`src/rtl/d_port_serializer_pkg.sv`:
```
// ----------------------------------------------------------------------------
// d_port_serializer_pkg
//   Shared types and width helpers for the D-port serializer slice.
//   - serState_e : serializer FSM states (IDLE=0, SHIFT=1)
//   - levelWidth : bits needed to hold an occupancy of 0..depth inclusive
//   - ptrWidth   : bits needed to address depth entries (minimum 1)
//   - cntWidth   : bits needed for a beat counter 0..ratio-1 (minimum 1)
// ----------------------------------------------------------------------------
package d_port_serializer_pkg;

    typedef enum logic {
        StIdle  = 1'b0,
        StShift = 1'b1
    } serState_e;

    // Occupancy has depth+1 states so that full and empty stay distinct.
    function automatic int unsigned levelWidth(input int unsigned depth);
        return $clog2(depth + 1);
    endfunction

    function automatic int unsigned ptrWidth(input int unsigned depth);
        return (depth > 1) ? $clog2(depth) : 1;
    endfunction

    function automatic int unsigned cntWidth(input int unsigned ratio);
        return (ratio > 1) ? $clog2(ratio) : 1;
    endfunction

endpackage

```
`src/rtl/d_port_serializer_if.sv`:
```
// ----------------------------------------------------------------------------
// d_port_serializer_if
//   Bundles the arbitrated D-port input, the grant back to the arbiter and the
//   narrow valid/ready beat stream with its status outputs.
//   Signals:
//     i_DataValid  arbitrated word valid (no back-pressure)
//     i_Data       arbitrated word, WIDTH bits
//     o_DataGrant  registered grant/enable back to the arbiter
//     o_Valid      output beat valid
//     o_Data       output beat, OUT_WIDTH bits, LSB slice of a word first
//     o_Last       high on the final beat of each word
//     i_Ready      downstream accepts the beat when o_Valid & i_Ready
//     o_Level      FIFO occupancy in words
//     o_Overflow   sticky: a word arrived while the FIFO was full
//   Modports:
//     master : environment side (drives inputs, observes outputs)
//     slave  : serializer side
// ----------------------------------------------------------------------------
interface d_port_serializer_if
    import d_port_serializer_pkg::*;
#(
    parameter int unsigned WIDTH      = 64,
    parameter int unsigned RATIO      = 4,
    parameter int unsigned FIFO_DEPTH = 8
);

    localparam int unsigned OUT_WIDTH   = WIDTH / RATIO;
    localparam int unsigned LEVEL_WIDTH = levelWidth(FIFO_DEPTH);

    logic                   i_DataValid;
    logic [WIDTH-1:0]       i_Data;
    logic                   o_DataGrant;
    logic                   o_Valid;
    logic [OUT_WIDTH-1:0]   o_Data;
    logic                   o_Last;
    logic                   i_Ready;
    logic [LEVEL_WIDTH-1:0] o_Level;
    logic                   o_Overflow;

    modport master (
        output i_DataValid,
        output i_Data,
        output i_Ready,
        input  o_DataGrant,
        input  o_Valid,
        input  o_Data,
        input  o_Last,
        input  o_Level,
        input  o_Overflow
    );

    modport slave (
        input  i_DataValid,
        input  i_Data,
        input  i_Ready,
        output o_DataGrant,
        output o_Valid,
        output o_Data,
        output o_Last,
        output o_Level,
        output o_Overflow
    );

endinterface

```
`src/rtl/d_sink_fifo.sv`:
```
// ----------------------------------------------------------------------------
// d_sink_fifo
//   Synchronous FIFO buffering arbitrated words. Read data is taken straight
//   from the storage array at the read pointer (no output register stage), so
//   popData is valid in the same cycle that empty is low.
//   Ports:
//     CLK       clock, rising edge
//     Reset     asynchronous, active-high; empties the FIFO
//     push      write pushData this cycle (ignored when full unless popping)
//     pushData  word to store
//     pop       consume the head word this cycle (ignored when empty)
//     popData   head word
//     full      level == DEPTH
//     empty     level == 0
//     level     occupancy in words, 0..DEPTH
// ----------------------------------------------------------------------------
module d_sink_fifo
    import d_port_serializer_pkg::*;
#(
    parameter int unsigned WIDTH = 64,
    parameter int unsigned DEPTH = 8
) (
    input  logic                         CLK,
    input  logic                         Reset,
    input  logic                         push,
    input  logic [WIDTH-1:0]             pushData,
    input  logic                         pop,
    output logic [WIDTH-1:0]             popData,
    output logic                         full,
    output logic                         empty,
    output logic [levelWidth(DEPTH)-1:0] level
);

    localparam int unsigned PTR_WIDTH   = ptrWidth(DEPTH);
    localparam int unsigned LEVEL_WIDTH = levelWidth(DEPTH);

    logic [WIDTH-1:0]       mem [DEPTH];
    logic [PTR_WIDTH-1:0]   wrPtrQ;
    logic [PTR_WIDTH-1:0]   rdPtrQ;
    logic [LEVEL_WIDTH-1:0] levelQ;
    logic                   doPush;
    logic                   doPop;

    assign empty   = (levelQ == '0);
    assign full    = (levelQ == LEVEL_WIDTH'(DEPTH));
    assign level   = levelQ;
    assign popData = mem[rdPtrQ];

    // A full FIFO may still accept a word when the head leaves in the same cycle.
    assign doPop  = pop & ~empty;
    assign doPush = push & (~full | doPop);

    // Pointers are power-of-two wide, so they wrap modulo DEPTH on their own.
    always_ff @(posedge CLK or posedge Reset) begin
        if (Reset) begin
            wrPtrQ <= '0;
            rdPtrQ <= '0;
            levelQ <= '0;
        end else begin
            if (doPush) begin
                wrPtrQ <= wrPtrQ + PTR_WIDTH'(1);
            end
            if (doPop) begin
                rdPtrQ <= rdPtrQ + PTR_WIDTH'(1);
            end
            if (doPush && !doPop) begin
                levelQ <= levelQ + LEVEL_WIDTH'(1);
            end else if (doPop && !doPush) begin
                levelQ <= levelQ - LEVEL_WIDTH'(1);
            end
        end
    end

    // Storage needs no reset: the pointers alone define which entries are live.
    always_ff @(posedge CLK) begin
        if (doPush) begin
            mem[wrPtrQ] <= pushData;
        end
    end

endmodule

```
`src/rtl/d_port_serializer.sv`:
```
// ----------------------------------------------------------------------------
// d_port_serializer
//   Downstream consumer of the 3-way arbitrated D port. Arbitrated words are
//   buffered in d_sink_fifo and emitted as RATIO narrower beats, LSB slice
//   first, on a valid/ready stream with a last-beat marker. The grant back to
//   the arbiter is derived from FIFO headroom, keeping GRANT_MARGIN slots free
//   for words already in flight when the grant drops.
//   Ports:
//     CLK    clock, rising edge
//     Reset  asynchronous, active-high
//     bus    d_port_serializer_if.slave (word input, grant, beat stream, status)
// ----------------------------------------------------------------------------
module d_port_serializer
    import d_port_serializer_pkg::*;
#(
    parameter int unsigned WIDTH        = 64,
    parameter int unsigned RATIO        = 4,
    parameter int unsigned FIFO_DEPTH   = 8,
    parameter int unsigned GRANT_MARGIN = 2
) (
    input  logic                    CLK,
    input  logic                    Reset,
    d_port_serializer_if.slave      bus
);

    localparam int unsigned OUT_WIDTH   = WIDTH / RATIO;
    localparam int unsigned LEVEL_WIDTH = levelWidth(FIFO_DEPTH);
    localparam int unsigned CNT_WIDTH   = cntWidth(RATIO);

    localparam logic [LEVEL_WIDTH-1:0] DepthLevel  = LEVEL_WIDTH'(FIFO_DEPTH);
    localparam logic [LEVEL_WIDTH-1:0] MarginLevel = LEVEL_WIDTH'(GRANT_MARGIN);
    localparam logic [CNT_WIDTH-1:0]   LastCnt     = CNT_WIDTH'(RATIO - 1);

    // FIFO interface
    logic                   push;
    logic                   pop;
    logic [WIDTH-1:0]       fifoData;
    logic                   fifoFull;
    logic                   fifoEmpty;
    logic [LEVEL_WIDTH-1:0] fifoLevel;
    logic [LEVEL_WIDTH-1:0] levelNext;

    // Serializer state
    serState_e              stateQ, stateD;
    logic [WIDTH-1:0]       shiftQ, shiftD;
    logic [CNT_WIDTH-1:0]   cntQ, cntD;
    logic                   lastBeat;
    logic                   beatValid;

    // Grant and overflow
    logic                   grantQ, grantD;
    logic                   overflowQ, overflowD;

    d_sink_fifo #(
        .WIDTH (WIDTH),
        .DEPTH (FIFO_DEPTH)
    ) u_fifo (
        .CLK      (CLK),
        .Reset    (Reset),
        .push     (push),
        .pushData (bus.i_Data),
        .pop      (pop),
        .popData  (fifoData),
        .full     (fifoFull),
        .empty    (fifoEmpty),
        .level    (fifoLevel)
    );

    // ------------------------------------------------------------------
    // Input side: no back-pressure, a word is either stored or dropped.
    // ------------------------------------------------------------------
    assign push      = bus.i_DataValid & (~fifoFull | pop);
    assign overflowD = overflowQ | (bus.i_DataValid & fifoFull & ~pop);

    always_comb begin
        levelNext = fifoLevel;
        if (push && !pop) begin
            levelNext = fifoLevel + LEVEL_WIDTH'(1);
        end else if (pop && !push) begin
            levelNext = fifoLevel - LEVEL_WIDTH'(1);
        end
    end

    // Grant looks at next-cycle occupancy so it reacts in the same edge the
    // level changes; levelNext never exceeds FIFO_DEPTH, so no underflow.
    assign grantD = (DepthLevel - levelNext) > MarginLevel;

    // ------------------------------------------------------------------
    // Serializer FSM
    // ------------------------------------------------------------------
    assign beatValid = (stateQ == StShift);
    assign lastBeat  = (cntQ == LastCnt);

    always_comb begin
        stateD = stateQ;
        shiftD = shiftQ;
        cntD   = cntQ;
        pop    = 1'b0;

        unique case (stateQ)
            StIdle: begin
                if (!fifoEmpty) begin
                    pop    = 1'b1;
                    shiftD = fifoData;
                    cntD   = '0;
                    stateD = StShift;
                end
            end

            StShift: begin
                if (bus.i_Ready) begin
                    if (!lastBeat) begin
                        shiftD = shiftQ >> OUT_WIDTH;
                        cntD   = cntQ + CNT_WIDTH'(1);
                    end else if (!fifoEmpty) begin
                        // Reload on the final handshake so words stream without a bubble.
                        pop    = 1'b1;
                        shiftD = fifoData;
                        cntD   = '0;
                    end else begin
                        stateD = StIdle;
                    end
                end
            end

            default: begin
                stateD = StIdle;
            end
        endcase
    end

    always_ff @(posedge CLK or posedge Reset) begin
        if (Reset) begin
            stateQ    <= StIdle;
            shiftQ    <= '0;
            cntQ      <= '0;
            grantQ    <= 1'b0;
            overflowQ <= 1'b0;
        end else begin
            stateQ    <= stateD;
            shiftQ    <= shiftD;
            cntQ      <= cntD;
            grantQ    <= grantD;
            overflowQ <= overflowD;
        end
    end

    // ------------------------------------------------------------------
    // Outputs
    // ------------------------------------------------------------------
    // Data is forced to zero while idle so a stale slice never shows.
    assign bus.o_Valid     = beatValid;
    assign bus.o_Data      = beatValid ? shiftQ[OUT_WIDTH-1:0] : '0;
    assign bus.o_Last      = beatValid & lastBeat;
    assign bus.o_Level     = fifoLevel;
    assign bus.o_Overflow  = overflowQ;
    assign bus.o_DataGrant = grantQ;

endmodule

```
`src/flat_wrapper.sv`:
```
// flat-port wrapper written by rule: the top's interface ports become plain ports
module d_port_serializer_flat import d_port_serializer_pkg::*;
#(
    parameter int unsigned WIDTH        = 64,
    parameter int unsigned RATIO        = 4,
    parameter int unsigned FIFO_DEPTH   = 8,
    parameter int unsigned GRANT_MARGIN = 2
)
  (CLK, Reset, bus_i_DataValid, bus_i_Data, bus_i_Ready, bus_o_DataGrant, bus_o_Valid, bus_o_Data, bus_o_Last, bus_o_Level, bus_o_Overflow);
  d_port_serializer_if #(.WIDTH(WIDTH), .RATIO(RATIO), .FIFO_DEPTH(FIFO_DEPTH)) bus_i ();
  input  logic CLK;
  input  logic Reset;
  input wire logic [$bits(bus_i.i_DataValid)-1:0] bus_i_DataValid;
  input wire logic [$bits(bus_i.i_Data)-1:0] bus_i_Data;
  input wire logic [$bits(bus_i.i_Ready)-1:0] bus_i_Ready;
  output wire logic [$bits(bus_i.o_DataGrant)-1:0] bus_o_DataGrant;
  output wire logic [$bits(bus_i.o_Valid)-1:0] bus_o_Valid;
  output wire logic [$bits(bus_i.o_Data)-1:0] bus_o_Data;
  output wire logic [$bits(bus_i.o_Last)-1:0] bus_o_Last;
  output wire logic [$bits(bus_i.o_Level)-1:0] bus_o_Level;
  output wire logic [$bits(bus_i.o_Overflow)-1:0] bus_o_Overflow;
  assign bus_i.i_DataValid = bus_i_DataValid;
  assign bus_i.i_Data = bus_i_Data;
  assign bus_i.i_Ready = bus_i_Ready;
  assign bus_o_DataGrant = bus_i.o_DataGrant;
  assign bus_o_Valid = bus_i.o_Valid;
  assign bus_o_Data = bus_i.o_Data;
  assign bus_o_Last = bus_i.o_Last;
  assign bus_o_Level = bus_i.o_Level;
  assign bus_o_Overflow = bus_i.o_Overflow;
  d_port_serializer #(.WIDTH(WIDTH), .RATIO(RATIO), .FIFO_DEPTH(FIFO_DEPTH), .GRANT_MARGIN(GRANT_MARGIN)) u_core (.CLK(CLK), .Reset(Reset), .bus(bus_i));
endmodule
```
`config.mk`:
```
export PLATFORM = sky130hd
export DESIGN_NAME = d_port_serializer_flat
export DESIGN_NICKNAME = d
export VERILOG_FILES = /design/src/rtl/d_port_serializer_pkg.sv /design/src/rtl/d_port_serializer_if.sv /design/src/rtl/d_sink_fifo.sv /design/src/rtl/d_port_serializer.sv /design/src/flat_wrapper.sv
export SDC_FILE = /design/constraint.sdc
export NUM_CORES = 1
export LEC_CHECK = 0
export ABC_CLOCK_PERIOD_IN_PS = 10900
export CAP_MARGIN = 20
export CORE_ASPECT_RATIO = 0.8
export CORE_MARGIN = 2
export CORE_UTILIZATION = 40
export DETAILED_ROUTE_END_ITERATION = 7
export HOLD_SLACK_MARGIN = 0.15
export PLACE_DENSITY_LB_ADDON = 0.2
export SYNTH_ARGS = -nofsm -noshare
export SYNTH_HDL_FRONTEND = slang
export SYNTH_SLANG_ARGS = --single-unit
```
`constraint.sdc`:
```
create_clock -name CLK -period 10.9 [get_ports CLK]
set_input_delay 2.18 -clock CLK [delete_from_list [all_inputs] [get_ports CLK]]
set_output_delay 2.18 -clock CLK [all_outputs]
set_load 0.02 [all_outputs]
```
**Power grid**

Drawn at 1.5 px/um. Pins as bars on the die edge.
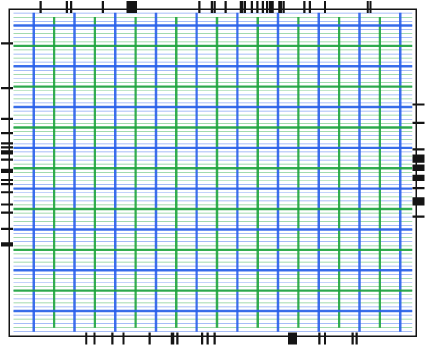
legend:
  green:
    net: VDD
  blue:
    net: VSS
signal pins: 92
rows: 78
core region area: 0.05641 mm2
largest vdd supply drop: 0.1754 mV
height of the die: 217.0 um
die span in x: 270.3 um

**Layout detail**

Region (110, 127) to (160, 177) um. Cells in gray, sequential cells in the stronger gray; small squares are vias.
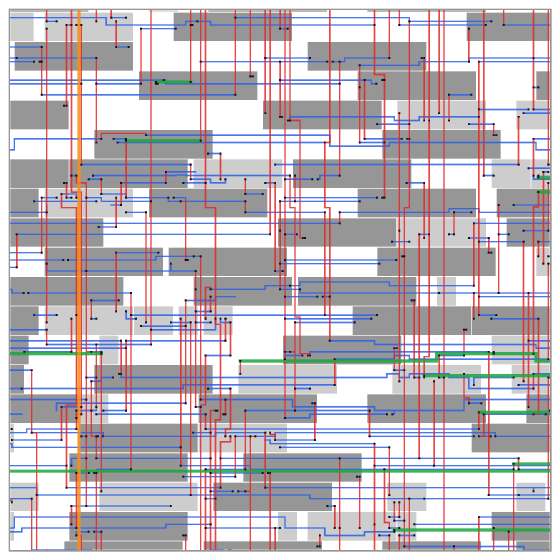
legend:
  red:
    layer: M2
  blue:
    layer: M1
  green:
    layer: M3
  orange:
    layer: M4
cells with their middle in the window: 63
sequential cells in the window: 36
netlist names of flops here include: u_core.u_fifo.mem (32), u_core.shiftQ (4)
most frequent: edfxtp_1 (32), mux4_2 (9), mux2i_1 (5)

==> qor_table.md <==
| Step | Metric | This run |
|:---|:---|:---|
| run status | Status | complete, no violations |
| logic synthesis | Mapped Area | 0.02269 mm2 |
| global routing | Number of antenna violations at the first check in global routing | 2 |
| clocking | H-Tree Level Count | 2 |
| job | Max capacitance violation total | 0 |
| worst setup path | R2r setup slk | 7.30 ns |
| logic synthesis | Post-synthesis chip area from yosys | 0.02269 mm2 |
| floorplan | Initial core utilization | 40.22% |
| logic synthesis | Post-synthesis async set-or-reset flop share | 13.37% |
| drt | Remaining DRCs | 0 |
| finish | Filler cells | 4769 |
| power and ir drop | Power of the sequential group | 3.20 mW |
| power and ir drop | Clock-net power | 1.96 mW |
| worst setup path | Sum of buffers and inverters on the critical path | 4 |
| power and ir drop | Power Dens Cells | 263.2 mW/mm2 |
| worst setup path | Critical register-to-register path startpoint | u_core.bus.o_Valid |
| logic synthesis | Cell count listed in synth_stat.txt | 1094 |
| floorplan | IO Count | 92 |
| worst setup path | Stage delay of the slowest cell on the critical path | 0.66 ns |
| logic synthesis | Dominant cell type by area after synthesis | sky130_fd_sc_hd__edfxtp_1 |
| timing | Max Clock Freq | 203.0 MHz |
| clocking | Clock sink count | 591 |
| worst hold path | Hold path depth | 1 |
| drt | Post-route antenna net violation count | 0 |
**Signal metal coverage by tile**

Drawn at 1.5 px/um. 27 x 22 tiles, from dark purple (low) to yellow (high), scaled to the fullest tile. Values are wire area over tile area, all layers added.
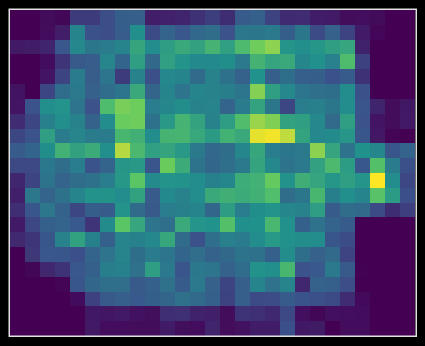
mean over tiles: 0.13
tiles over half the peak: 20%
nearly empty tiles: 14%
densest ninth of the die: center
emptiest ninth of the die: south-east
overall routing resource usage: 16.66%
Routed WL per cell: 23.89 um
final wirelength: 48090 um
vias: 10839

**Cell outlines without signal wires**

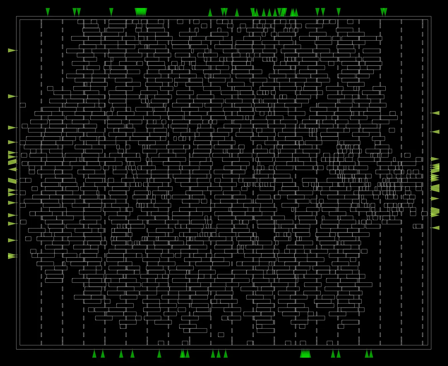
standard-cell row count: 78
share of the final layout cell area in sequential cells: 65.58%
number of flip-flops and latches: 591
final instance count without filler cells: 2013

==> flip-flops by register name, summed over array words and instances (netlist names) <==
register,flops
u_core.u_fifo.wrPtrQ,3
u_core.u_fifo.level,4
u_core.u_fifo.mem,512
u_core.bus.o_Overflow,1
u_core.shiftQ,64
u_core.bus.o_Valid,1
u_core.bus.o_DataGrant,1
u_core.u_fifo.rdPtrQ,3
u_core.cntQ,2
==> kinds of logic (layout without fill, tap and decap cells) <==
kind of cell,count (synthesis),count (layout)
xor gates and xnor gates,10,10
adders and majority gates,8,8
DFF,591,591
muxes,198,198
AOI/OAI and AO/OA,134,134
and+or+nand+nor,83,83
buffers and inverters,70,229
==> layer usage <==
metal	vias to the layer above	track usage, %
met2	279	25.59
met4	0	4.346
met5	-	0
met1	5761	25.00
met3	62	2.648
li1	4737	-
==> cell usage in the layout, fill, tap and decap left out, types with 4 or more instances in the layout <==
cell | Yosys | routed
sky130_fd_sc_hd__edfxtp_1 | 512 | 512
sky130_fd_sc_hd__mux4_2 | 128 | 128
sky130_fd_sc_hd__clkdlybuf4s50_1 | 0 | 91
sky130_fd_sc_hd__dfrtp_1 | 79 | 76
sky130_fd_sc_hd__mux2i_1 | 68 | 68
sky130_fd_sc_hd__clkbuf_16 | 0 | 57
sky130_fd_sc_hd__o21ai_1 | 56 | 56
sky130_fd_sc_hd__a22oi_1 | 48 | 48
sky130_fd_sc_hd__nand2_1 | 31 | 31
sky130_fd_sc_hd__buf_4 | 0 | 20
sky130_fd_sc_hd__and2_1 | 18 | 18
sky130_fd_sc_hd__clkinv_2 | 0 | 13
sky130_fd_sc_hd__o21ai_0 | 11 | 11
sky130_fd_sc_hd__clkbuf_1 | 35 | 11
sky130_fd_sc_hd__clkinv_1 | 0 | 9
sky130_fd_sc_hd__nor2_1 | 11 | 8
sky130_fd_sc_hd__ha_1 | 8 | 8
sky130_fd_sc_hd__xnor2_1 | 7 | 7
sky130_fd_sc_hd__clkbuf_8 | 0 | 6
sky130_fd_sc_hd__bufinv_16 | 0 | 6
sky130_fd_sc_hd__inv_1 | 7 | 5
sky130_fd_sc_hd__nor3_2 | 0 | 5
sky130_fd_sc_hd__a21oi_1 | 4 | 4
==> cell type report <==
class	count	area (um2)	area share (%)
Multi-Input combinational cell	433	5111	19.31
Clock buffer	74	1550	5.855
Sequential cell	591	17360	65.58
Timing Repair Buffer	115	1156	4.367
Clock inverter	31	309.0	1.167
Tap cell	760	950.9	3.592
Inverter	9	35.03	0.1323
==> worst min-delay path by stage <==
stage	startpoint	to	slack (ns)
after detailed placement	u_core.bus.o_Overflow	u_core.bus.o_Overflow	0.46
after global routing	u_core.bus.o_Overflow	u_core.bus.o_Overflow	0.49
after global placement	u_core.bus.o_Overflow	u_core.bus.o_Overflow	0.46
after CTS	u_core.bus.o_Overflow	u_core.bus.o_Overflow	0.48
after floorplan	u_core.shiftQ[48]	u_core.shiftQ[48]	0.46
final	u_core.bus.o_Overflow	u_core.bus.o_Overflow	0.48
==> per-stage QoR <==
stage	utilization [%]	area [um2]
global placement	43.51	24540
detailed placement	43.51	24540
CTS	46.80	26400
floorplan	-	22690
finish	46.93	26480
global route	46.93	26480
Power is estimated from default activity; no workload was simulated.
